`src/rtl/div_recon.sv`:
```
// Rebuilds a dividend as Q*DSR + R by shift-and-add, one multiplier bit per clock,
// then flags whether it equals the expected dividend and whether R is a legal remainder.
module div_recon #(
  parameter int unsigned W = 32
) (
  input  logic             CLK,
  input  logic             RST,
  input  logic             START,
  input  logic [W-1:0]     DSR,
  input  logic [W-1:0]     Q,
  input  logic [W-1:0]     R,
  input  logic [2*W-1:0]   EXP_DVD,
  output logic             BUSY,
  output logic             DONE,
  output logic [2*W-1:0]   DVD,
  output logic             MATCH,
  output logic             RERR
);

  localparam int unsigned DW = 2 * W;
  localparam int unsigned CW = $clog2(W + 1);

  typedef enum logic [1:0] {
    S_IDLE = 2'd0,
    S_RUN  = 2'd1,
    S_DONE = 2'd2
  } state_t;

  state_t        state_q;
  logic [DW-1:0] acc_q;
  logic [DW-1:0] acc_d;
  logic [DW-1:0] mcand_q;
  logic [DW-1:0] exp_q;
  logic [DW-1:0] dvd_q;
  logic [W-1:0]  mplier_q;
  logic [W-1:0]  dsr_q;
  logic [W-1:0]  r_q;
  logic [CW-1:0] cnt_q;
  logic          busy_q;
  logic          done_q;
  logic          match_q;
  logic          rerr_q;

  // Conditional add of the shifted multiplicand; 2W bits cannot overflow.
  always_comb begin
    acc_d = acc_q;
    if (mplier_q[0]) begin
      acc_d = acc_q + mcand_q;
    end
  end

  always_ff @(posedge CLK) begin
    if (RST) begin
      state_q  <= S_IDLE;
      acc_q    <= '0;
      mcand_q  <= '0;
      exp_q    <= '0;
      dvd_q    <= '0;
      mplier_q <= '0;
      dsr_q    <= '0;
      r_q      <= '0;
      cnt_q    <= '0;
      busy_q   <= 1'b0;
      done_q   <= 1'b0;
      match_q  <= 1'b0;
      rerr_q   <= 1'b0;
    end else begin
      done_q <= 1'b0;
      case (state_q)
        S_IDLE: begin
          if (START) begin
            acc_q    <= {{W{1'b0}}, R};
            mcand_q  <= {{W{1'b0}}, DSR};
            mplier_q <= Q;
            cnt_q    <= CW'(W);
            exp_q    <= EXP_DVD;
            dsr_q    <= DSR;
            r_q      <= R;
            busy_q   <= 1'b1;
            state_q  <= S_RUN;
          end
        end
        // Fixed W steps regardless of remaining multiplier bits.
        S_RUN: begin
          acc_q    <= acc_d;
          mcand_q  <= mcand_q << 1;
          mplier_q <= mplier_q >> 1;
          cnt_q    <= cnt_q - CW'(1);
          if (cnt_q == CW'(1)) begin
            state_q <= S_DONE;
          end
        end
        S_DONE: begin
          dvd_q   <= acc_q;
          match_q <= (acc_q == exp_q);
          rerr_q  <= (dsr_q == '0) || (r_q >= dsr_q);
          done_q  <= 1'b1;
          busy_q  <= 1'b0;
          state_q <= S_IDLE;
        end
        default: state_q <= S_IDLE;
      endcase
    end
  end

  assign BUSY  = busy_q;
  assign DONE  = done_q;
  assign DVD   = dvd_q;
  assign MATCH = match_q;
  assign RERR  = rerr_q;

endmodule
```
`config.mk`:
```
export PLATFORM = sky130hd
export DESIGN_NAME = div_recon
export DESIGN_NICKNAME = d
export VERILOG_FILES = /design/src/rtl/div_recon.sv
export SDC_FILE = /design/constraint.sdc
export NUM_CORES = 1
export LEC_CHECK = 0
export CORE_MARGIN = 3
export CORE_UTILIZATION = 33
export DETAILED_ROUTE_END_ITERATION = 16
export SETUP_SLACK_MARGIN = 0.02
export SYNTH_ARGS = -nofsm -noshare
export SYNTH_HDL_FRONTEND = slang
export SYNTH_SLANG_ARGS = --single-unit
```
`constraint.sdc`:
```
create_clock -name CLK -period 3 [get_ports CLK]
set_input_delay 0.3 -clock CLK [delete_from_list [all_inputs] [get_ports CLK]]
set_output_delay 0.3 -clock CLK [all_outputs]
set_load 0.05 [all_outputs]
```
Fig. 1: run 1, cells colored by class
Scale bar: 50 um.
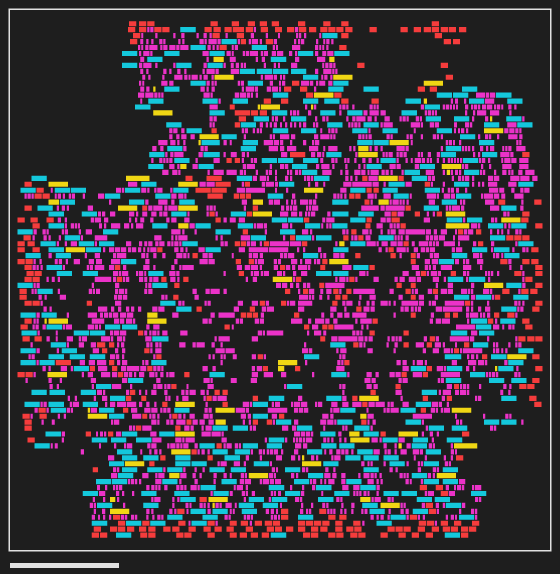
Key: red = remaining buffers and delay cells [cells 407, share of their area 15%]; cyan = sequential cells [cells 364, share of their area 30%]; yellow = clock drivers and dummy loads [cells 78, share of their area 6.1%]; magenta = remaining logic cells [cells 2000, share of their area 48%]
core region area: 56930 sq um
share of cell area taken by flip-flops and latches: 29.08%

Fig. 2: run 1, clock nets
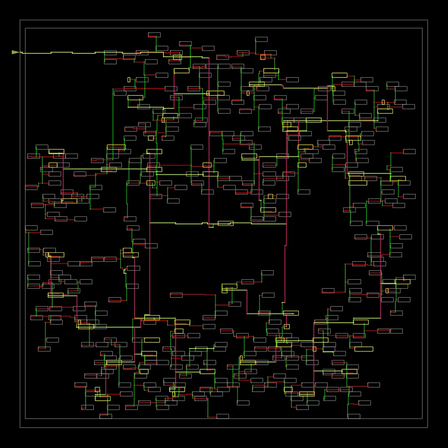
Clock net power: 5.46 mW
number of sinks driven by the clock tree: 364
number of CTS-inserted buffers: 44
source-to-sink clock delay at the later pin of the worst-skew pair: 0.58 ns

==> out/metrics.csv, run 1 <==
stage,metric,value,unit
synthesis,asr flop ratio synth,0,%
timing,Slew headroom,40.79,%
synthesis,synthesized netlist net count,2794,
routing,detailed-routed wire length on met3,3096,um
routing,Vias per Instance,5.289,
worst_hold_path,worst hold start,RST,
routing,met1 wire length,31140,um
global_routing,global-route wire length before repair,108800,um
synthesis,synth warn,0,
timing,final worst hold slack,0.1990,ns
power_and_ir_drop,part of the total power dissipated in the clock network,39.3,%
routing,number of vias in the routed layout,19066,
routing,aggregate routed wire length,72310,um
cells_and_area,fraction of final layout cells sized beyond drive strength 1,12.81,%
die,standard-cell row count,87,
critical_path,kind of end point of the critical path,flip-flop,
place,dpl ws,-0.08539,ns
timing,max frequency,342.8,MHz
routing,number of DRC markers in iteration 0,1375,
power_and_ir_drop,share of total power in sequential cells,38.9,%
critical_path,combined buffer and inverter count along the critical path,1,
power_and_ir_drop,ratio of total power to cell area,553.0,nW/um^2
synthesis,most used flip-flop cell,dfxtp_1,
critical_path,Crit. path cell count,12,
cells_and_area,ANT cells,0,
timing,part of the cycle the worst path needs,97.23,%
global_routing,pin count of the biggest net entering global routing,169,
critical_path,maximum fanout encountered on the critical timing path,4,
critical_path,worst setup path class,reg -> reg,
power_and_ir_drop,switching power as a share of total power,30.03,%
timing,Max Clock Skew,0.02546,ns
timing,Final Worst Setup Slack,0.08303,ns
critical_path,worst reg2reg setup slack,0.08,ns
outcome,result of the run,"finished, final reports clean",
die,total die size,61010,sq um
timing,count of endpoints failing hold in the final timing report,0,
critical_path,delay of the slowest cell on the worst path,0.37,ns
critical_path,worst endpoint data arrival time,3.36,ns
worst_hold_path,class of the worst hold path,in -> reg,
critical_path,Worst Setup SP,acc_q[4],
synthesis,average instance area after synthesis,7.567,sq um
place,HPWL reported at the end of detailed placement,53520,um
cells_and_area,post-synthesis to final-layout area growth,30.99,%
timing,setup repair after global routing missed its margin,yes,
critical_path,startpoint class of the critical path,flip-flop,
critical_path,cell repeated most along the worst path,o211ai_1,
power_and_ir_drop,Combinational Power Share,21.7,%
die,DIE WIDTH,247.0,um
timing,setup-violating endpoint count in the final report,0,
cells_and_area,end-of-flow core utilization,44.10,%
routing,Routed WL per cell,20.06,um
power_and_ir_drop,Leak Pwr,9.840,nW
routing,number of routed nets with antenna violations,0,
timing,final worst path period need,2.917,ns
critical_path,crit path cell chain,ha_4 -> buf_6 -> nand2_2 -> o211ai_1 -> o211ai_1 -> o311a_1 -> o221ai_2 -> nor3b_4 -> a31oi_4 -> o211ai_4 -> o31a_1 -> o21ai_1,
routing,met2 wire length,35800,um
cells_and_area,number of nets in the finished design,3078,
die,initial cell density of the core,33.67,%
synthesis,chip area in the Yosys report,19170,sq um
run,tool warning count,34,
routing,uppermost routed layer,met5,
global_routing,via count of the first global-routing pass,18651,
power_and_ir_drop,Cell Int Power,9.716,mW
critical_path,Crit path required time,3.44,ns
synthesis,yosys cell count,2533,
critical_path,r2r worst-path depth,12,
global_routing,number of antenna violations at the first check in global routing,1,
clock_tree,clock root cell,clkbuf_16,
clock_tree,clock tree from TritonCTS,yes,
critical_path,crit path max-delay cell type,o311a_1,
die,I/O pin count,231,
critical_path,r2r endpoint,acc_q[60],
die,overall die height,247.0,um
place,placed inst area,23190,sq um
timing,Total Neg Setup Slack,0,ns
timing,transition time at the pin with the least slew margin,0.8882,ns
power_and_ir_drop,"Power, Total",13.89,mW
run,max cap viols,0,
routing,total iterations of the first detailed-routing run,5,
place,gpl congestion,0.9221,
clock_tree,H-tree depth,2,
cells_and_area,final non-filler cell area,25110,sq um
synthesis,Distinct lib cells used,74,
cells_and_area,highest-count cells in the layout ignoring fill and taps,"nand2_1, a21oi_1, dfxtp_1",
global_routing,overflow left after global routing,0,
critical_path,endpoint of the most critical setup path,acc_q[60],
synthesis,total of flip-flops plus latches after synthesis,364,
clock_tree,cts-stage hold buffer count,0,
synthesis,number of synthesized flops with an enable pin,0,
cells_and_area,final standard cell count with taps included and fillers excluded,3605,
routing,drc violations,0,
global_routing,gr usage total,22.97,%
synthesis,cell area after synthesis,19170,sq um
synthesis,fraction of the yosys area taken by sequential cells,38.02,%
critical_path,critical register-to-register path startpoint,acc_q[4],
clock_tree,number of buffers between clock root and the deepest sink,3,
synthesis,synthesized instance count,2533,
place,count of buffers inserted at the top-level ports,230,
place,Placed Instances,3520,
critical_path,family with the most delay on the worst path,AND-OR/OR-AND gates,
cells_and_area,"most common cell after layout, fill and taps aside",nand2_1,
power_and_ir_drop,Max VDD drop,0.0003839,V
power_and_ir_drop,switching pwr,4.170,mW
clock_tree,clock transition at the register clock pins on the worst setup and hold paths after CTS,0.06,ns
timing,final max-slew violation count,0,
Fig. 3: run 1, logic cells by family
Scale bar: 50 um.
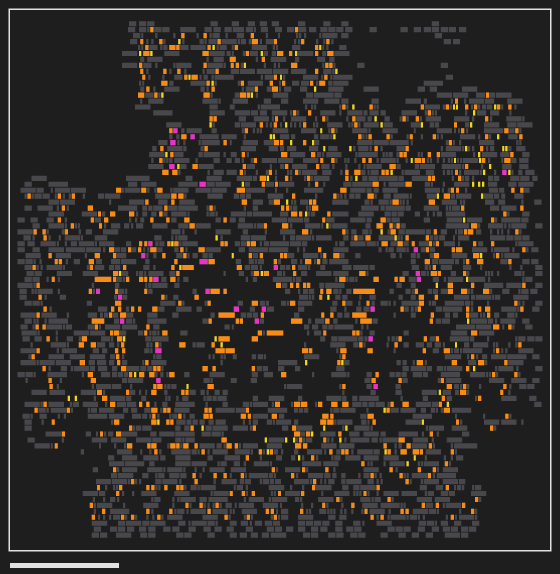
Key: yellow = inv cells [cells 102]; orange = aoi and oai cells [cells 638, where spread over the die]; magenta = and/or cells [cells 26]

-- run 1: power by group through the flow --
stage | clock, mW | combinational [mW] | sequential (mW)
6_report | 5.46 | 3.02 | 5.41
5_1_grt | 5.76 | 3.30 | 5.44
4_1_cts | 5.57 | 2.91 | 5.38
3_5_place_dp | 0 | 2.89 | 5.48
3_3_place_gp | 0 | 2.85 | 5.46
2_1_floorplan | 0 | 1.65 | 5.45
-- run 1: layout make-up --
class	count	area, sq um
clock inverter	12	153.9
tap	756	945.9
fill	5686	31820
clock buffer	66	1315
multi-input combinational	1898	11270
sequential	364	7302
timing repair buffer	407	3741
inverter	102	382.9
-- run 1: cells in the mapped netlist (all sizes together) (7+ instances only) --
library cell / instances / area (sq um)
xnor2: 56 / 490.5
nand2b: 11 / 68.82
o31ai: 9 / 67.56
dfxtp: 364 / 7287
nand2: 526 / 1982
nor4: 22 / 152.7
o211ai: 10 / 80.07
o21ai: 71 / 359.1
ha: 97 / 1214
nor3: 17 / 90.09
a211oi: 10 / 75.07
xor2: 42 / 367.9
buf: 21 / 88.83
o221a: 33 / 371.6
a2111oi: 33 / 307.8
o2bb2ai: 7 / 61.31
nor2: 267 / 1005
nand3: 19 / 95.09
clkbuf: 148 / 555.5
a221oi: 8 / 70.07
o21bai: 16 / 123.9
a21o: 46 / 345.3
inv: 102 / 382.9
a311oi: 21 / 183.9
a22oi: 35 / 262.8
or3: 9 / 56.30
nor2b: 40 / 250.2
a31oi: 10 / 68.81
a21oi: 385 / 1931
nand4: 28 / 175.2
o21a: 9 / 67.56
-- run 1: repair_timing --
action                                  in CTS  in global routing
endpoints found under the setup margin      11                 26
buffers inserted                             3                  5
hold endpoints to repair                     0                  0
pin swaps                                   10                 27
gates resized                               13                 63
-- run 1: state kept, by name, summed over array words and instances (netlist names) --
signal	count
exp_q	64
state_q	2
DVD	64
DONE	1
RERR	1
acc_q	64
MATCH	1
dsr_q	32
mplier_q	32
mcand_q	64
BUSY	1
r_q	32
cnt_q	6
-- run 1: cells by family (layout without fill, tap and decap cells) --
| family | Yosys count | after routing | synth area share [%] |
|---|---|---|---|
| adders and majority gates | 98 | 98 | 6.436 |
| and+or+nand+nor | 957 | 957 | 20.93 |
| DFF | 364 | 364 | 38.02 |
| xor gates and xnor gates | 98 | 98 | 4.478 |
| muxes | 1 | 1 | 0.05222 |
| AOI/OAI and AO/OA | 744 | 744 | 24.73 |
| buffers and inverters | 271 | 587 | 5.359 |
-- run 1: routing by layer --
metal	up-vias	GRT usage [%]
li1	9343	-
met1	9156	28.99
met2	457	40.62
met3	108	2.819
met4	2	7.251
met5	-	0
-- run 1: worst min path at each step --
stage | to | slack (ns) | depth (start not counted)
after floorplan | exp_q[11] | 0.44 | 2
after global placement | r_q[0] | 0.45 | 2
after detailed placement | DVD[43] | 0.45 | 2
after CTS | acc_q[31] | 0.16 | 2
after global routing | mplier_q[31] | 0.19 | 2
final | acc_q[31] | 0.20 | 2
==> run 1 -> run 2 <==
MAX_ROUTING_LAYER = met4   (was not set)
Fig. 4: run 2, PDN straps and rails
Pins as bars on the die edge. Tap cells in gray.
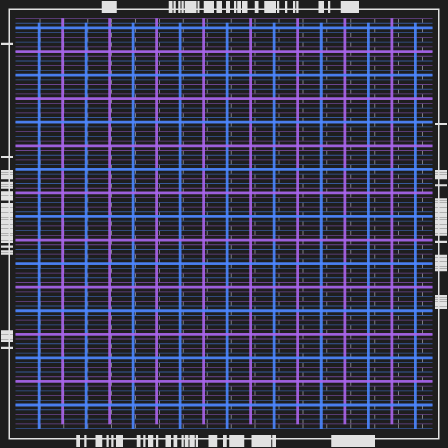
Key: blue = VSS; purple = VDD
17 straps on met4. The core has 87 rows. 88 met1 rails follow the rows.

==> out/metrics.csv, run 2 <==
stage,metric,value,unit
outcome,result of the run,"complete, but fails checks",
outcome,violated checks,negative setup slack,
routing,number of routed nets with antenna violations,0,
synthesis,synthesized instance count,2533,
timing,setup-violating endpoint count in the final report,1,
die,initial cell density of the core,33.67,%
critical_path,worst endpoint data arrival time,3.44,ns
routing,drc violations,0,
power_and_ir_drop,Max VDD drop,0.0004291,V
die,total die size,61010,sq um
clock_tree,clock transition at the register clock pins on the worst setup and hold paths after CTS,0.06,ns
critical_path,kind of end point of the critical path,flip-flop,
global_routing,number of antenna violations at the first check in global routing,0,
synthesis,Distinct lib cells used,74,
synthesis,Commonest cells post-synth,"nand2_1, a21oi_1, dfxtp_1, nor2_1, clkbuf_1",
cells_and_area,fraction of final layout cells sized beyond drive strength 1,13.08,%
timing,final worst path period need,3.002,ns
synthesis,average instance area after synthesis,7.567,sq um
run,tool warning count,30,
clock_tree,number of CTS-inserted buffers,44,
synthesis,cell type with the largest total area after synthesis,dfxtp_1,
synthesis,synth warn,0,
timing,setup repair after global routing missed its margin,yes,
global_routing,overflow left after global routing,0,
global_routing,via count of the first global-routing pass,18769,
timing,final worst hold slack,0.1131,ns
routing,total iterations of the first detailed-routing run,7,
timing,final max-slew violation count,0,
synthesis,total of flip-flops plus latches after synthesis,364,
synthesis,synthesized netlist net count,2794,
critical_path,r2r worst-path depth,12,
synthesis,asr flop ratio synth,0,%
critical_path,critical register-to-register path startpoint,mcand_q[0],
critical_path,Worst Setup SP,mcand_q[0],
routing,number of vias in the routed layout,19260,
cells_and_area,final non-filler cell area,25190,sq um
critical_path,cell repeated most along the worst path,o211ai_1,
cells_and_area,number of nets in the finished design,3095,
die,standard-cell row count,87,
cells_and_area,post-synthesis to final-layout area growth,31.39,%
synthesis,synth top area cells,"dfxtp_1, nand2_1, a21oi_1, ha_1, nor2_1",
synthesis,most frequently used cell type in the post-synthesis netlist,nand2_1,
place,HPWL reported at the end of detailed placement,54900,um
die,DIE WIDTH,247.0,um
critical_path,crit path cell chain,ha_4 -> fa_2 -> a21oi_4 -> o211ai_1 -> o211ai_1 -> o311a_1 -> o221ai_2 -> nor3b_4 -> a31oi_4 -> o211ai_4 -> xnor2_1 -> o21ai_1,
worst_hold_path,worst hold start,RST,
synthesis,fraction of the yosys area taken by sequential cells,38.02,%
cells_and_area,Filler Cells Inserted,5686,
timing,count of endpoints failing hold in the final timing report,0,
cells_and_area,"most common cell after layout, fill and taps aside",nand2_1,
clock_tree,clock root cell,clkbuf_16,
place,gpl congestion,0.9033,
synthesis,most used flip-flop cell,dfxtp_1,
routing,Vias per Instance,5.315,
clock_tree,clock tree from TritonCTS,yes,
critical_path,family with the most delay on the worst path,AND-OR/OR-AND gates,
worst_hold_path,worst-case hold path end point,dsr_q[27],
global_routing,pin count of the biggest net entering global routing,127,
critical_path,worst setup path class,reg -> reg,
synthesis,cell area after synthesis,19170,sq um
critical_path,Crit path required time,3.44,ns
timing,transition time at the pin with the least slew margin,0.8953,ns
clock_tree,H-tree depth,2,
synthesis,chip area in the Yosys report,19170,sq um
timing,Final Worst Setup Slack,-0.001745,ns
cells_and_area,sequential cell area,7301,sq um
routing,aggregate routed wire length,72650,um
timing,max frequency,333.1,MHz
timing,Max Clock Skew,0.03029,ns
Fig. 5: run 2, clock nets
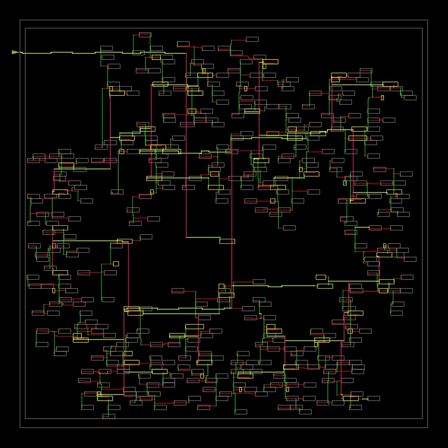
Layout clock buffers: 62
Clock net power: 5.47 mW

[run 2: cell counts after synthesis]
Identical to the previous run, type by type.
[run 2: what timing repair did]
item | in CTS | in global routing
resized | 7 | 55
pin swaps | 5 | 28
setup endpoints to repair | 9 | 29
setup buffers | 0 | 6
[run 2: worst max path at each step]
stage	depth (start not counted)	slack, ns	end
final	12	-0.002	acc_q[56]
after global routing	11	-0.13	acc_q[60]
after CTS	12	0.02	acc_q[52]
after detailed placement	12	-0.006	acc_q[60]
after global placement	12	0.007	acc_q[52]
after floorplan	12	0.20	acc_q[52]
[run 2: layer usage]
layer  vias to the layer above  part of all wire (%)  track usage [%]
met2                       546                    48            40.08
met5                         -                     0                -
met1                      9213                    43            29.30
met3                       125                   4.8            2.971
li1                       9376                     -                -
met4                         0                   4.0            8.270
[run 2: cells by family (layout without fill, tap and decap cells)]
group / after synthesis / in the layout / synth area share (%)
DFF: 364 / 364 / 38.02
xor gates and xnor gates: 98 / 98 / 4.478
AOI/OAI and AO/OA: 744 / 744 / 24.73
and+or+nand+nor: 957 / 957 / 20.93
adders and majority gates: 98 / 98 / 6.436
buffers and inverters: 271 / 606 / 5.359
muxes: 1 / 1 / 0.05222
[run 2: cell type report]
class	instances	area share [%]
repair buffers	424	15.31
inverters	102	1.520
flip-flops and latches	364	28.99
multi-input cells	1898	44.50
clock buffers	62	5.167
clock inverters	18	0.7601
well taps	756	3.756
[run 2: report_power, final]
part | switching [mW] | internal [mW] | leakage [nW]
Combinational | 1.73 | 1.31 | 6.23
Sequential | 0.254 | 5.15 | 2.98
Clock | 2.19 | 3.29 | 0.733
[run 2: metrics by stage]
stage	setup TNS [ns]	util [%]	worst slack, ns	instances
after floorplan	0	-	0.2005	2533
after global placement	0	40.96	0.006537	3539
after detailed placement	-0.01256	40.96	-0.006493	3539
after CTS	0	43.65	0.02444	3619
after global routing	-0.7888	44.24	-0.1346	3624
final	-0.001745	44.24	-0.001745	3624
==> run 2 -> run 3 <==
HOLD_SLACK_MARGIN = 0.12   (was not set)
Fig. 6: run 3, clock nets
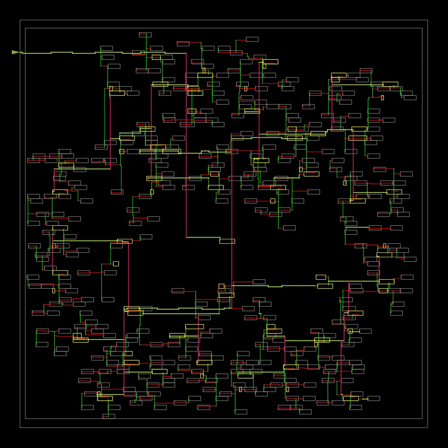
layout sequential cell count: 364
Max Clock Skew: 0.02942 ns

==> out/metrics.csv, run 3 <==
stage,metric,value,unit
outcome,result of the run,"finished, final reports clean",
critical_path,Crit path required time,3.45,ns
worst_hold_path,worst-case hold path end point,mcand_q[26],
power_and_ir_drop,Combinational Power Share,21.8,%
critical_path,kind of end point of the critical path,flip-flop,
global_routing,number of antenna violations at the first check in global routing,0,
synthesis,asr flop ratio synth,0,%
timing,final worst path period need,2.997,ns
run,max cap viols,0,
clock_tree,clock root cell,clkbuf_16,
die,DIE WIDTH,247.0,um
cells_and_area,Filler Cells Inserted,5685,
clock_tree,H-tree depth,2,
synthesis,synth warn,0,
power_and_ir_drop,share of total power in sequential cells,38.8,%
synthesis,ao+oa area frac,24.73,%
timing,Slew headroom,40.08,%
synthesis,number of synthesized flops with an enable pin,0,
clock_tree,number of buffers between clock root and the deepest sink,3,
synthesis,area share of the leading cell type in the synthesized netlist,38.02,%
clock_tree,clock transition at the register clock pins on the worst setup and hold paths after CTS,0.06,ns
timing,max frequency,333.7,MHz
timing,part of the cycle the worst path needs,99.89,%
place,dpl ws,-0.006493,ns
power_and_ir_drop,ratio of total power to cell area,552.3,nW/um^2
power_and_ir_drop,"Power, Total",13.92,mW
clock_tree,number of sinks driven by the clock tree,364,
die,overall die height,247.0,um
global_routing,overflow left after global routing,0,
synthesis,synthesized netlist net count,2794,
clock_tree,clock tree from TritonCTS,yes,
critical_path,worst setup path class,reg -> reg,
die,initial cell density of the core,33.67,%
global_routing,gr usage total,23.77,%
power_and_ir_drop,Max VDD drop,0.0004288,V
routing,number of routed nets with antenna violations,0,
synthesis,fraction of the yosys area taken by sequential cells,38.02,%
synthesis,fraction of synthesized area in multiplexers,0.05222,%
synthesis,Synth Area in XOR/XNOR,4.478,%
timing,Final Worst Setup Slack,0.003231,ns
critical_path,r2r endpoint,acc_q[52],
synthesis,Distinct lib cells used,74,
cells_and_area,ANT cells,0,
routing,drc violations,0,
timing,final max-slew violation count,0,
cells_and_area,logic area,11210,sq um
routing,number of DRC markers in iteration 0,1340,
cells_and_area,post-synthesis to final-layout area growth,31.44,%
synthesis,most frequently used cell type in the post-synthesis netlist,nand2_1,
place,count of buffers inserted at the top-level ports,230,
cells_and_area,end-of-flow core utilization,44.26,%
place,HPWL reported at the end of detailed placement,54900,um
power_and_ir_drop,part of the total power dissipated in the clock network,39.3,%
worst_hold_path,class of the worst hold path,in -> reg,
timing,transition time at the pin with the least slew margin,0.8989,ns
synthesis,synth top area cells,"dfxtp_1, nand2_1, a21oi_1, ha_1, nor2_1",
synthesis,simple share,20.93,%
worst_hold_path,worst hold start,START,
critical_path,worst reg2reg setup slack,0.003,ns
synthesis,cell type with the largest total area after synthesis,dfxtp_1,
timing,Total Neg Setup Slack,0,ns
timing,setup-violating endpoint count in the final report,0,
power_and_ir_drop,Cell Int Power,9.742,mW
timing,setup repair after global routing missed its margin,yes,
cells_and_area,sequential cell area,7301,sq um
synthesis,Top logic family,AND-OR/OR-AND gates,
critical_path,critical register-to-register path startpoint,mcand_q[0],
cells_and_area,"most common cell after layout, fill and taps aside",nand2_1,
cells_and_area,fraction of final layout cells sized beyond drive strength 1,13.07,%
die,standard-cell row count,87,
critical_path,maximum fanout encountered on the critical timing path,4,
clock_tree,number of CTS-inserted buffers,44,
timing,count of endpoints failing hold in the final timing report,0,
routing,aggregate routed wire length,72850,um
power_and_ir_drop,switching pwr,4.173,mW
run,tool warning count,30,
power_and_ir_drop,Leak Pwr,9.950,nW
synthesis,cell area after synthesis,19170,sq um
cells_and_area,highest-count cells in the layout ignoring fill and taps,"nand2_1, a21oi_1, dfxtp_1",
critical_path,worst endpoint data arrival time,3.45,ns
synthesis,most used flip-flop cell,dfxtp_1,
die,total die size,61010,sq um
synthesis,chip area in the Yosys report,19170,sq um
synthesis,yosys cell count,2533,
cells_and_area,number of nets in the finished design,3096,
clock_tree,source-to-sink clock delay at the later pin of the worst-skew pair,0.58,ns
global_routing,global-route wire length before repair,109500,um
critical_path,r2r worst-path depth,12,
routing,number of vias in the routed layout,19238,
synthesis,average instance area after synthesis,7.567,sq um
routing,Vias per Instance,5.307,
power_and_ir_drop,switching power as a share of total power,29.99,%
die,I/O pin count,231,
synthesis,total of flip-flops plus latches after synthesis,364,
worst_hold_path,number of cells on the worst hold path,4,
die,core region area,56930,sq um
Fig. 7: run 3, clock wires, drivers and flops
Scale bar: 50 um.
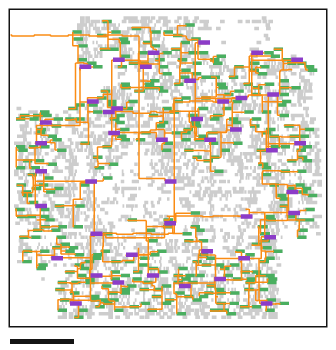
Key: green = flip-flops [count 364]; orange = clock wires [length 5270 um]; purple = clock-net drivers [count 44]
Position of the flops: spread over the die.

## run 3: cell counts after synthesis
No cell type changed its count.
## run 3: cell type report
cell class | count | area share (%)
Tap cell | 756 | 3.754
Timing Repair Buffer | 425 | 15.34
Clock inverter | 18 | 0.7598
Multi-Input combinational cell | 1898 | 44.48
Clock buffer | 62 | 5.165
Sequential cell | 364 | 28.98
Inverter | 102 | 1.520
## run 3: worst max path at each step
stage	slack, ns	endpoint	from	cells after the start
final	0.003	acc_q[52]	mcand_q[0]	12
after global routing	-0.13	acc_q[60]	acc_q[3]	11
after CTS	0.02	acc_q[52]	mcand_q[0]	12
after detailed placement	-0.006	acc_q[60]	mcand_q[0]	12
after global placement	0.007	acc_q[52]	acc_q[0]	12
after floorplan	0.20	acc_q[52]	acc_q[0]	12
## run 3: cell families (layout without fill, tap and decap cells)
logic type,Yosys count,after routing
AND-OR/OR-AND,744,744
multiplexers,1,1
buffers and inverters,271,607
AND/OR/NAND/NOR,957,957
XOR/XNOR,98,98
adder cells (fa/ha/maj),98,98
flip-flops,364,364
## run 3: layer usage
metal	GRT usage (%)	share of wire [%]	vias up
met5	-	0	-
met4	8.270	4.0	0
met3	2.971	4.6	130
met2	40.08	48	518
met1	29.31	43	9214
li1	-	-	9376
## run 3: worst max-delay path, stage by stage (launching register included)
cell and delay (ns):
dfxtp_2 0.35, ha_4 0.15, fa_2 0.23, a21oi_4 0.07
o211ai_1 0.20, o211ai_1 0.15, o311a_1 0.41, o221ai_2 0.24
nor3b_4 0.34, a31oi_4 0.21, o311ai_2 0.28, xnor2_1 0.16
o21ai_1 0.07
## run 3: timing repair
item | in CTS | in global routing
endpoints found under the setup margin | 9 | 29
hold buffers | 1 | 0
pin swaps | 5 | 28
endpoints found under the hold margin | 14 | 0
cloned | 0 | 0
buffers inserted | 0 | 6
gates resized | 7 | 55
## run 3: power groups by stage
stage | clock network [mW] | logic (mW) | registers [mW]
3_3_place_gp | 0 | 2.90 | 5.46
4_1_cts | 5.59 | 2.95 | 5.38
3_5_place_dp | 0 | 2.92 | 5.48
2_1_floorplan | 0 | 1.65 | 5.45
6_report | 5.47 | 3.04 | 5.40
5_1_grt | 5.78 | 3.33 | 5.44
## run 3: stage by stage
step / area, sq um / hold slack (ns) / cells
global route: 25200 / 0.1896 / 3625
floorplan: 19170 / 0.4360 / 2533
CTS: 24860 / 0.1689 / 3620
finish: 25200 / 0.2074 / 3625
detailed placement: 23320 / 0.4459 / 3539
global placement: 23320 / 0.4451 / 3539
Power and IR drop assume default switching activity.
